==> config.mk <==
export PLATFORM = sky130hd
export DESIGN_NAME = apb_mem_arbiter_flat
export DESIGN_NICKNAME = d
export VERILOG_FILES = /design/src/rtl/apb_mem_arbiter_if.sv /design/src/rtl/apb_mem_arbiter.sv /design/src/flat_wrapper.sv
export SDC_FILE = /design/constraint.sdc
export NUM_CORES = 1
export LEC_CHECK = 0
export CAP_MARGIN = 5
export CORE_ASPECT_RATIO = 1.75
export CORE_MARGIN = 2
export CORE_UTILIZATION = 25
export CTS_CLUSTER_SIZE = 12
export DETAILED_ROUTE_END_ITERATION = 16
export PLACE_DENSITY_LB_ADDON = 0.25
export SLEW_MARGIN = 20
export SYNTH_ARGS = -nofsm -noshare
export SYNTH_HDL_FRONTEND = slang
export SYNTH_SLANG_ARGS = --single-unit
==> constraint.sdc <==
create_clock -name clk -period 2.8 [get_ports clk]
set_input_delay 0.28 -clock clk [delete_from_list [all_inputs] [get_ports clk]]
set_output_delay 0.28 -clock clk [all_outputs]
set_load 0.02 [all_outputs]
==> images/clk_routes.png <==
The bar under the picture is 20 um long.
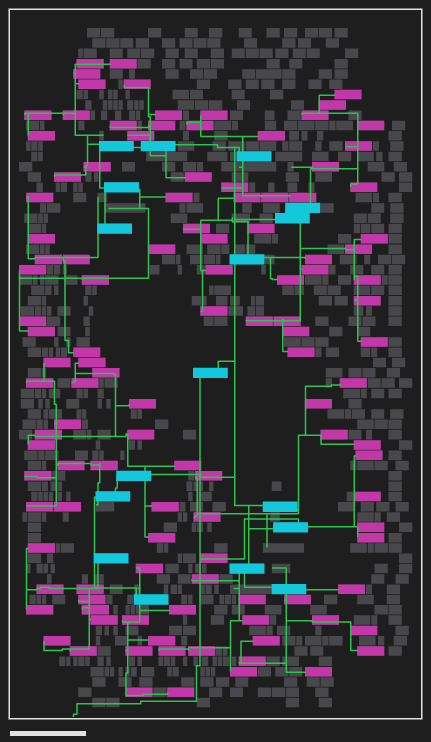
Key: cyan = clock drivers [count 17]; magenta = flip-flops [count 116]; green = clock wires [length 1800 um]
There are 18 routed clock nets. Position of the flops: all over the die.
Clock net power: 2.40 mW
Fin Clk Skew: 0.00472 ns
worst skew pair latency: 0.40 ns
clock network power share: 0.472

==> images/layer_met2.png <==
Cells faint in the background.
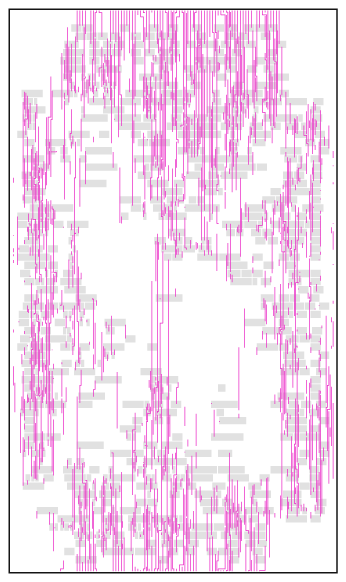
The longest straight run is 64.8 um. 732 nets have wire on it. The wires run mostly vertical. The layer holds 55% of the routed length.
met2 Track Usage GR: 0.302
vias: 4507

==> images/wires.png <==
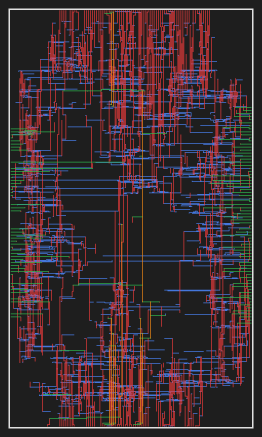
Key: blue = metal 1 [wire length 5750 um]; orange = metal 4 [wire length 525 um]; green = metal 3 [wire length 1110 um]; red = metal 2 [wire length 8960 um]
routed len/inst: 16.6 um
final WL: 16300 um
GRT Util Overall: 0.161

==> changes_impl.md <==
### Metrics

- Status: complete, no violations
- Xor+xnor area frac: 0
- Sw Share: 0.244
- Routability cong.: 0.726
- Critical path depth: 1
- Req. time, crit path: 2.52 ns
- CTS tree: yes
- Tapcells: 238
- Synth warnings: 0
- Cell internal pwr: 3.85 mW
- Initial antenna violation count: 0
- Die width: ~110 um
- Synth Instances: 511
- Unrepaired setup endpoints after global routing: no
- MI comb cells: 346
- Share of cells above drive strength 1: 0.115
- Post-route ant nets: 0
- CP peak stage delay: 0.70 ns
- Top FF cell, synth: dfxtp_1
- Slew Viols, Final: 0
- Vias in the first global route: 4727
- Clk sink count: 116
- First-pass GRT wire length: 25000 um
- Sequential power share: 0.355
- Fmax achieved: 0.515 GHz
- Placed cell area: 7280 um^2
- Area of the core: 18700 um^2
- Dominant logic cell type in the layout: clkdlybuf4s50_1
- WP data arrival: 1.66 ns
- Area leader, netlist: dfxtp_1
- Min cycle time layout: 1.94 ns
- Main logic family: AND-OR/OR-AND gates
- Worst VDD drop: 0.347 mV
- Combinational Power Share: 0.174
- Final instance area: a little under 8000 um^2
- Detailed placement HPWL: 11700 um
- Registers: between 100 and 150
- CLK BUF: 22
- Seq. pwr: 1.81 mW
- MI comb area: 2170 um^2
- Fill cell count: 1898
- R2R Setup Slk: 0.99 ns
- Sw power: 1.24 mW
- Ys cells: 511
- Maxcap violations: 0
- Setup TNS: 0 ns
- CP bufs+invs: 1
- Final WS setup: between 0.8 and 0.9 ns
- Vias/cell: between 4 and 5
- Inserted Clock Buffers: 17
- Cell family with most CP delay: buffers and inverters
- DR pass1 iterations: 4
- Number of enable flip-flop cells: 0
- Area leader share: 0.486
- Aoi/oai-family share of the synthesized area: 0.236
- H-tree depth: 4
- Finished Core Util: 0.425
- Post_cts resized: 0
- Crit Path Class: flop to output pin
- Largest net degree at the start of global routing: 79
- Worst slew pin tran: roughly 0.94 ns
- GRT Residual Overflow: 0
- Fraction of cell area in non-clock buffers: 0.313
- Placed Cells: 952
- Die area: 20300 um^2
- Finished Layout Cells: 983
- Layout Nets: approximately 860
- Final hold violations: 0
- Leak pwr: 2.76 nW
- Dpl ws: just under 0.7 ns
- CP max stage cell: clkdlybuf4s50_1
- Rows: 66
- Final worst-path cycle share: 0.693
-- kinds of logic (layout without fill, tap and decap cells) --
| logic type | after synthesis | count (layout) |
|---|---|---|
| compound gates | 158 | 158 |
| buf+inv | 49 | 283 |
| flops | 116 | 116 |
| mux | 45 | 45 |
| simple gates | 143 | 143 |
-- Yosys cell counts, types with 2 or more instances --
master and n:
nand2_1 131, mux2i_1 44, a211oi_2 40, inv_1 2, nor2_1 2, buf_6 10, nor2b_1 3, buf_2 14
a21oi_1 108, clkbuf_1 18, dfxtp_1 116, a211oi_1 4, buf_4 4
-- routing by layer --
metal	global-route usage	vias up	part of all wire
met3	0.0453	27	0.068
met5	0	-	0
met1	0.155	2113	0.35
met4	0.0804	0	0.032
met2	0.302	156	0.55
li1	-	2211	-
Power and IR drop assume default switching activity.
